Figure 1. Sequential cells coloured by netlist name (run 1).
Drawn at 3 px/um. Other sequential cells in the stronger grey, the rest of the logic in the fainter grey.
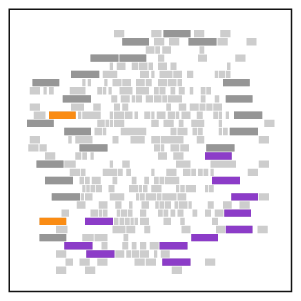
Figure 2. Port wiring (run 1).
Drawn at 4 px/um.
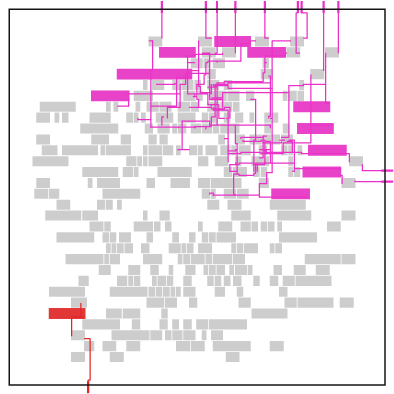
Figure 3. Routed clock nets over the placement (run 1).
Drawn at 3 px/um.
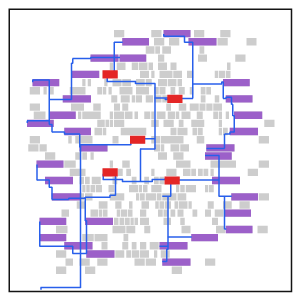
**config.mk**
```make
export PLATFORM = sky130hd
export DESIGN_NAME = video_timing_flat
export DESIGN_NICKNAME = d
export VERILOG_FILES = /design/src/rtl/video_pkg.sv /design/src/rtl/video_timing_if.sv /design/src/rtl/sync_delay.sv /design/src/rtl/video_timing.sv /design/src/flat_wrapper.sv
export SDC_FILE = /design/constraint.sdc
export NUM_CORES = 1
export LEC_CHECK = 0
export CAP_MARGIN = 20
export CORE_MARGIN = 5
export CORE_UTILIZATION = 35
export DETAILED_ROUTE_END_ITERATION = 12
export PLACE_DENSITY = 0.55
export SYNTH_ARGS = -nofsm -noshare
export SYNTH_HDL_FRONTEND = slang
export SYNTH_SLANG_ARGS = --single-unit
```
**constraint.sdc**
```tcl
create_clock -name clk -period 4.2 [get_ports clk]
set_input_delay 0.42 -clock clk [delete_from_list [all_inputs] [get_ports clk]]
set_output_delay 0.42 -clock clk [all_outputs]
set_load 0.01 [all_outputs]
```
**src/rtl/video_pkg.sv**
```systemverilog
// Shared timing constants and types for the raster timing generator.
// Latency: n/a (declarations only).
// Backpressure: n/a.
package video_pkg;

    // Coordinate width; both totals must fit, i.e. be <= 2047.
    localparam int COORD_W = 11;

    // Default 800x600@60 geometry (40 MHz pixel rate).
    localparam int DEF_H_ACTIVE = 800;
    localparam int DEF_H_FP     = 40;
    localparam int DEF_H_SYNC   = 128;
    localparam int DEF_H_BP     = 88;
    localparam int DEF_V_ACTIVE = 600;
    localparam int DEF_V_FP     = 1;
    localparam int DEF_V_SYNC   = 4;
    localparam int DEF_V_BP     = 23;

    // Porch phase, shared by the horizontal and vertical FSMs.
    typedef enum logic [1:0] {
        ACT = 2'd0,
        FP  = 2'd1,
        SYN = 2'd2,
        BP  = 2'd3
    } porch_t;

endpackage

```
**src/rtl/video_timing_if.sv**
```systemverilog
// Bundle between the timing generator and the pixel encoder.
// Latency: n/a (wires only).
// Backpressure: none; en is the only flow control and comes from the consumer side.
interface video_timing_if;
    import video_pkg::*;

    logic               en;
    logic               hsync;
    logic               vsync;
    logic [COORD_W-1:0] px_x;
    logic [COORD_W-1:0] px_y;
    logic               active;
    logic               line_start;
    logic               frame_start;
`ifdef VT_FRAME_CNT_EN
    logic [7:0]         frame_cnt;
`endif

    modport master (
        input  en,
        output hsync, vsync, px_x, px_y, active, line_start,
`ifdef VT_FRAME_CNT_EN
        frame_cnt,
`endif
        frame_start
    );

    modport slave (
        output en,
        input  hsync, vsync, px_x, px_y, active, line_start,
`ifdef VT_FRAME_CNT_EN
        frame_cnt,
`endif
        frame_start
    );

endinterface

```
**src/rtl/sync_delay.sv**
```systemverilog
// Enable-qualified shift register used to align sync with the encoder pipeline.
// Latency: DEPTH pixel ticks (DEPTH=0 is a straight wire).
// Backpressure: shifts only when en is high; holds otherwise.
module sync_delay #(
    parameter int               DEPTH   = 1,
    parameter int               WIDTH   = 2,
    parameter logic [WIDTH-1:0] RST_VAL = '0
) (
    input  logic             clk,
    input  logic             rst,
    input  logic             en,
    input  logic [WIDTH-1:0] din,
    output logic [WIDTH-1:0] dout
);

    generate
        if (DEPTH == 0) begin : g_bypass
            // No stages: the caller's register is the only one in the path.
            logic unused_bypass;
            assign unused_bypass = &{1'b0, clk, rst, en};
            assign dout = din;
        end else begin : g_shift
            logic [WIDTH-1:0] sr [DEPTH];

            // Shift one stage per pixel tick; every stage resets to the inactive level.
            always_ff @(posedge clk or negedge rst) begin
                if (!rst) begin
                    for (int i = 0; i < DEPTH; i++) sr[i] <= RST_VAL;
                end else if (en) begin
                    sr[0] <= din;
                    for (int i = 1; i < DEPTH; i++) sr[i] <= sr[i-1];
                end
            end

            assign dout = sr[DEPTH-1];
        end
    endgenerate

endmodule

```
**src/rtl/video_timing.sv**
```systemverilog
// Raster timing generator: position, active, line/frame pulses and delayed syncs (optional VT_FRAME_CNT_EN adds frame_cnt).
// Latency: position/active/pulses 1 tick from counter state; hsync/vsync SYNC_DLY ticks later still.
// Backpressure: everything advances only on en; with en low all state and pulses hold.
module video_timing
    import video_pkg::*;
#(
    parameter int H_ACTIVE = DEF_H_ACTIVE,
    parameter int H_FP     = DEF_H_FP,
    parameter int H_SYNC   = DEF_H_SYNC,
    parameter int H_BP     = DEF_H_BP,
    parameter int V_ACTIVE = DEF_V_ACTIVE,
    parameter int V_FP     = DEF_V_FP,
    parameter int V_SYNC   = DEF_V_SYNC,
    parameter int V_BP     = DEF_V_BP,
    parameter bit HS_POL   = 1'b1,
    parameter bit VS_POL   = 1'b1,
    parameter int SYNC_DLY = 1     // 0..4
) (
    input  logic           clk,
    input  logic           rst,
    video_timing_if.master vt
);

    // Every porch length is assumed >= 1 so each FSM state is actually visited.
    localparam int H_TOTAL = H_ACTIVE + H_FP + H_SYNC + H_BP;
    localparam int V_TOTAL = V_ACTIVE + V_FP + V_SYNC + V_BP;

    localparam logic [COORD_W-1:0] H_LAST      = COORD_W'(H_TOTAL - 1);
    localparam logic [COORD_W-1:0] H_FP_START  = COORD_W'(H_ACTIVE);
    localparam logic [COORD_W-1:0] H_SYN_START = COORD_W'(H_ACTIVE + H_FP);
    localparam logic [COORD_W-1:0] H_BP_START  = COORD_W'(H_ACTIVE + H_FP + H_SYNC);
    localparam logic [COORD_W-1:0] V_LAST      = COORD_W'(V_TOTAL - 1);
    localparam logic [COORD_W-1:0] V_FP_START  = COORD_W'(V_ACTIVE);
    localparam logic [COORD_W-1:0] V_SYN_START = COORD_W'(V_ACTIVE + V_FP);
    localparam logic [COORD_W-1:0] V_BP_START  = COORD_W'(V_ACTIVE + V_FP + V_SYNC);

    localparam logic [1:0] SYNC_IDLE = {~HS_POL, ~VS_POL};

    porch_t             h_state_q, h_state_nxt;
    porch_t             v_state_q, v_state_nxt;
    logic [COORD_W-1:0] px_x_q, x_nxt;
    logic [COORD_W-1:0] px_y_q, y_nxt;
    logic               h_wrap;

    logic               active_q, active_d;
    logic               line_start_q, line_start_d;
    logic               frame_start_q, frame_start_d;
    logic [1:0]         sync_q, sync_d, sync_dly;

    // State register: counters and both porch FSMs, parked on the last blanking pixel at reset.
    always_ff @(posedge clk or negedge rst) begin
        if (!rst) begin
            px_x_q    <= H_LAST;
            px_y_q    <= V_LAST;
            h_state_q <= BP;
            v_state_q <= BP;
        end else if (vt.en) begin
            px_x_q    <= x_nxt;
            px_y_q    <= y_nxt;
            h_state_q <= h_state_nxt;
            v_state_q <= v_state_nxt;
        end
    end

    // Next-state logic: horizontal steps every tick, vertical steps only on the line wrap.
    always_comb begin
        h_wrap = (px_x_q == H_LAST);
        x_nxt  = h_wrap ? '0 : px_x_q + 1'b1;
        y_nxt  = px_y_q;
        if (h_wrap) y_nxt = (px_y_q == V_LAST) ? '0 : px_y_q + 1'b1;

        h_state_nxt = h_state_q;
        case (h_state_q)
            ACT:     if (x_nxt == H_FP_START)  h_state_nxt = FP;
            FP:      if (x_nxt == H_SYN_START) h_state_nxt = SYN;
            SYN:     if (x_nxt == H_BP_START)  h_state_nxt = BP;
            BP:      if (x_nxt == '0)          h_state_nxt = ACT;
            default:                           h_state_nxt = ACT;
        endcase

        v_state_nxt = v_state_q;
        if (h_wrap) begin
            case (v_state_q)
                ACT:     if (y_nxt == V_FP_START)  v_state_nxt = FP;
                FP:      if (y_nxt == V_SYN_START) v_state_nxt = SYN;
                SYN:     if (y_nxt == V_BP_START)  v_state_nxt = BP;
                BP:      if (y_nxt == '0)          v_state_nxt = ACT;
                default:                           v_state_nxt = ACT;
            endcase
        end
    end

    // Output decode from the next state, so the registered outputs line up with px_x/px_y.
    always_comb begin
        active_d      = (h_state_nxt == ACT) && (v_state_nxt == ACT);
        line_start_d  = (x_nxt == '0);
        frame_start_d = (x_nxt == '0) && (y_nxt == '0);
        sync_d[1]     = (h_state_nxt == SYN) ? HS_POL : ~HS_POL;
        sync_d[0]     = (v_state_nxt == SYN) ? VS_POL : ~VS_POL;
    end

    // Output registers; pulses are held (not cleared) while en is low.
    always_ff @(posedge clk or negedge rst) begin
        if (!rst) begin
            active_q      <= 1'b0;
            line_start_q  <= 1'b0;
            frame_start_q <= 1'b0;
            sync_q        <= SYNC_IDLE;
        end else if (vt.en) begin
            active_q      <= active_d;
            line_start_q  <= line_start_d;
            frame_start_q <= frame_start_d;
            sync_q        <= sync_d;
        end
    end

    // Extra sync stages to match the encoder's registered pixel output.
    sync_delay #(
        .DEPTH   (SYNC_DLY),
        .WIDTH   (2),
        .RST_VAL (SYNC_IDLE)
    ) u_sync_delay (
        .clk  (clk),
        .rst  (rst),
        .en   (vt.en),
        .din  (sync_q),
        .dout (sync_dly)
    );

`ifdef VT_FRAME_CNT_EN
    logic [7:0] frame_cnt_q;

    // Count frames on the same tick that frame_start rises into (0,0).
    always_ff @(posedge clk or negedge rst) begin
        if (!rst) begin
            frame_cnt_q <= 8'd0;
        end else if (vt.en && frame_start_d) begin
            frame_cnt_q <= frame_cnt_q + 8'd1;
        end
    end

    assign vt.frame_cnt = frame_cnt_q;
`endif

    assign vt.px_x        = px_x_q;
    assign vt.px_y        = px_y_q;
    assign vt.active      = active_q;
    assign vt.line_start  = line_start_q;
    assign vt.frame_start = frame_start_q;
    assign vt.hsync       = sync_dly[1];
    assign vt.vsync       = sync_dly[0];

endmodule
```
**src/flat_wrapper.sv**
```systemverilog
// flat-port wrapper written by rule: the top's interface ports become plain ports
module video_timing_flat import video_pkg::*;
#(
    parameter int H_ACTIVE = DEF_H_ACTIVE,
    parameter int H_FP     = DEF_H_FP,
    parameter int H_SYNC   = DEF_H_SYNC,
    parameter int H_BP     = DEF_H_BP,
    parameter int V_ACTIVE = DEF_V_ACTIVE,
    parameter int V_FP     = DEF_V_FP,
    parameter int V_SYNC   = DEF_V_SYNC,
    parameter int V_BP     = DEF_V_BP,
    parameter bit HS_POL   = 1'b1,
    parameter bit VS_POL   = 1'b1,
    parameter int SYNC_DLY = 1            
)
  (clk, rst, vt_en, vt_hsync, vt_vsync, vt_px_x, vt_px_y, vt_active, vt_line_start, vt_frame_start);
  video_timing_if vt_i ();
  input  logic clk;
  input  logic rst;
  input wire logic [$bits(vt_i.en)-1:0] vt_en;
  output wire logic [$bits(vt_i.hsync)-1:0] vt_hsync;
  output wire logic [$bits(vt_i.vsync)-1:0] vt_vsync;
  output wire logic [$bits(vt_i.px_x)-1:0] vt_px_x;
  output wire logic [$bits(vt_i.px_y)-1:0] vt_px_y;
  output wire logic [$bits(vt_i.active)-1:0] vt_active;
  output wire logic [$bits(vt_i.line_start)-1:0] vt_line_start;
  output wire logic [$bits(vt_i.frame_start)-1:0] vt_frame_start;
  assign vt_i.en = vt_en;
  assign vt_hsync = vt_i.hsync;
  assign vt_vsync = vt_i.vsync;
  assign vt_px_x = vt_i.px_x;
  assign vt_px_y = vt_i.px_y;
  assign vt_active = vt_i.active;
  assign vt_line_start = vt_i.line_start;
  assign vt_frame_start = vt_i.frame_start;
  video_timing #(.H_ACTIVE(H_ACTIVE), .H_FP(H_FP), .H_SYNC(H_SYNC), .H_BP(H_BP), .V_ACTIVE(V_ACTIVE), .V_FP(V_FP), .V_SYNC(V_SYNC), .V_BP(V_BP), .HS_POL(HS_POL), .VS_POL(VS_POL), .SYNC_DLY(SYNC_DLY)) u_core (.clk(clk), .rst(rst), .vt(vt_i));
endmodule
```
==> impl_metrics.env, run 1 <==
# flow metrics
export IMPL_mi_logic_area_um2=1460
export IMPL_power_w=0.00121
export IMPL_avgSynthCellArea_um2=8.95
export IMPL_rr_worst_depth=8
export IMPL_worst_setup_path_start_kind="flip-flop"
export IMPL_synthDominantCellAreaShare_pct=17.4
export IMPL_n_tap_cell=96
export IMPL_worst_slew_pin_slew_ns=0.567
export IMPL_slowest_stage="dfstp_2"
export IMPL_busiest_layer="met2"
export IMPL_path_max_fanout=12
export IMPL_route_met2_wl_um=2650
export IMPL_buffers=32
export IMPL_status="finished clean"
export IMPL_ys_chip_area_um2=2440
export IMPL_use_met3_pct=2.98
export IMPL_relSlewSlack_pct=61.9
export IMPL_post_cts_setup_buffer_count=0
export IMPL_max_vdd_ir_drop_mv=0.163
export IMPL_clock_root_buffer="clkbuf_8"
export IMPL_crit_chain="ha_1, and4_1, nand3_2, or4_1, a311oi_1, nand4_1, o211a_4, o32ai_2"
export IMPL_warning_count=27
export IMPL_power_density_nw_per_um2=421
export IMPL_adder_share_pct=1.54
export IMPL_sh_comb_area_pct=50.8
export IMPL_setup_violations=0
export IMPL_layout_nonclk_buf_share_pct=10.9
export IMPL_rsz0062_at_grt="no"
export IMPL_fin_area_um2=2870
export IMPL_drive_above_1_share_pct=15.9
export IMPL_ys_cells=273
export IMPL_wl_met3_um=334
export IMPL_die_area_um2=8750
export IMPL_clock_buffers=7
export IMPL_grt_max_degree=34
export IMPL_place_area_um2=2760
export IMPL_m1WireLength_um=2910
export IMPL_drt_iter0_drc=239
export IMPL_yosysSeqAreaShare_pct=34.6
export IMPL_synthMuxAreaShare_pct=2.87
export IMPL_clock_latency_ns=0.29
## Picture notes: Figure 1
`u_core.sync_q` -> orange  # flops 2
`u_core.vt.px_x` -> purple  # flops 11

## Picture notes: Figure 2
`vt_hsync` -> red  # bits 1, direction output, end cells 1, buffers 1, wire 24.3 um
`vt_px_y` -> magenta  # bits 11, direction output, end cells 11, buffers 11, wire 828 um

## Picture notes: Figure 3
clock wires -> blue  # length 541 um
flip-flops -> purple  # count 33
clock drivers -> red  # count 5
routed clock nets = 6
flops lie = all over the die

## Run 2: what changed since run 1
==> constraint.sdc (replaced) <==
create_clock -name clk -period 3.3 [get_ports clk]
set_input_delay 0.33 -clock clk [delete_from_list [all_inputs] [get_ports clk]]
set_output_delay 0.33 -clock clk [all_outputs]
set_load 0.01 [all_outputs]
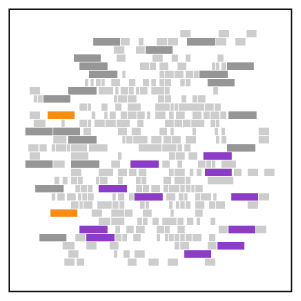
Figure 4: run 2, sequential cells coloured by netlist name.
Drawn at 3 px/um. Other sequential cells in the stronger grey, the rest of the logic in the fainter grey.
`u_core.sync_q` -> orange  # flops 2
`u_core.vt.px_x` -> purple  # flops 11
sequential power: 0.000626 W
Reg area: 846 um^2
sequential share of cell area: 28.8%
final core occ: 43.3%

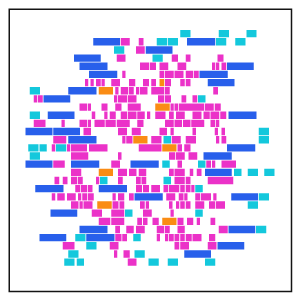
Figure 5: run 2, cells coloured by class.
Drawn at 3 px/um.
remaining buffers and delay cells -> cyan  # cells 42, share of their area 14%
combinational and other logic -> magenta  # cells 217, share of their area 53%
clock drivers and dummy loads -> orange  # cells 8, share of their area 3.6%
sequential cells -> blue  # cells 33, share of their area 30%

==> impl_metrics.env, run 2 <==
# flow metrics
export IMPL_post_cts_setup_buffer_count=0
export IMPL_avgSynthCellArea_um2=8.95
export IMPL_m1WireLength_um=3120
export IMPL_use_met3_pct=2.65
export IMPL_status="finished clean"
export IMPL_warning_count=27
export IMPL_rr_worst_depth=9
export IMPL_die_area_um2=8750
export IMPL_sh_comb_area_pct=49.5
export IMPL_buffers=42
export IMPL_place_area_um2=2840
export IMPL_layout_nonclk_buf_share_pct=13.2
export IMPL_drive_above_1_share_pct=18.7
export IMPL_hold_class="in -> async"
export IMPL_slew_violations=0
export IMPL_ys_cells=273
export IMPL_worst_setup_path_start_kind="flip-flop"
export IMPL_mi_logic_area_um2=1460
export IMPL_clock_latency_ns=0.30
export IMPL_power_density_nw_per_um2=548
export IMPL_wl_met3_um=366
export IMPL_slowest_stage="dfstp_2"
export IMPL_crit_chain="ha_1, and4bb_1, nand3_1, nand2_1, a31oi_2, nor4b_4, nand3_2, o211a_4, o32ai_2"
export IMPL_ys_chip_area_um2=2440
export IMPL_setup_violations=0
export IMPL_clock_root_buffer="clkbuf_8"
export IMPL_path_max_fanout=12
export IMPL_route_met2_wl_um=2890
export IMPL_n_tap_cell=96
export IMPL_yosysSeqAreaShare_pct=34.6
export IMPL_relSlewSlack_pct=61.6
export IMPL_worst_slew_pin_slew_ns=0.575
export IMPL_busiest_layer="met2"
export IMPL_max_vdd_ir_drop_mv=0.219
export IMPL_grt_max_degree=34
export IMPL_adder_share_pct=1.54
export IMPL_clock_buffers=7
export IMPL_fin_area_um2=2940
export IMPL_synthDominantCellAreaShare_pct=17.4
export IMPL_drt_iter0_drc=188
No activity file was given, so power comes from the tool's default toggle rates.
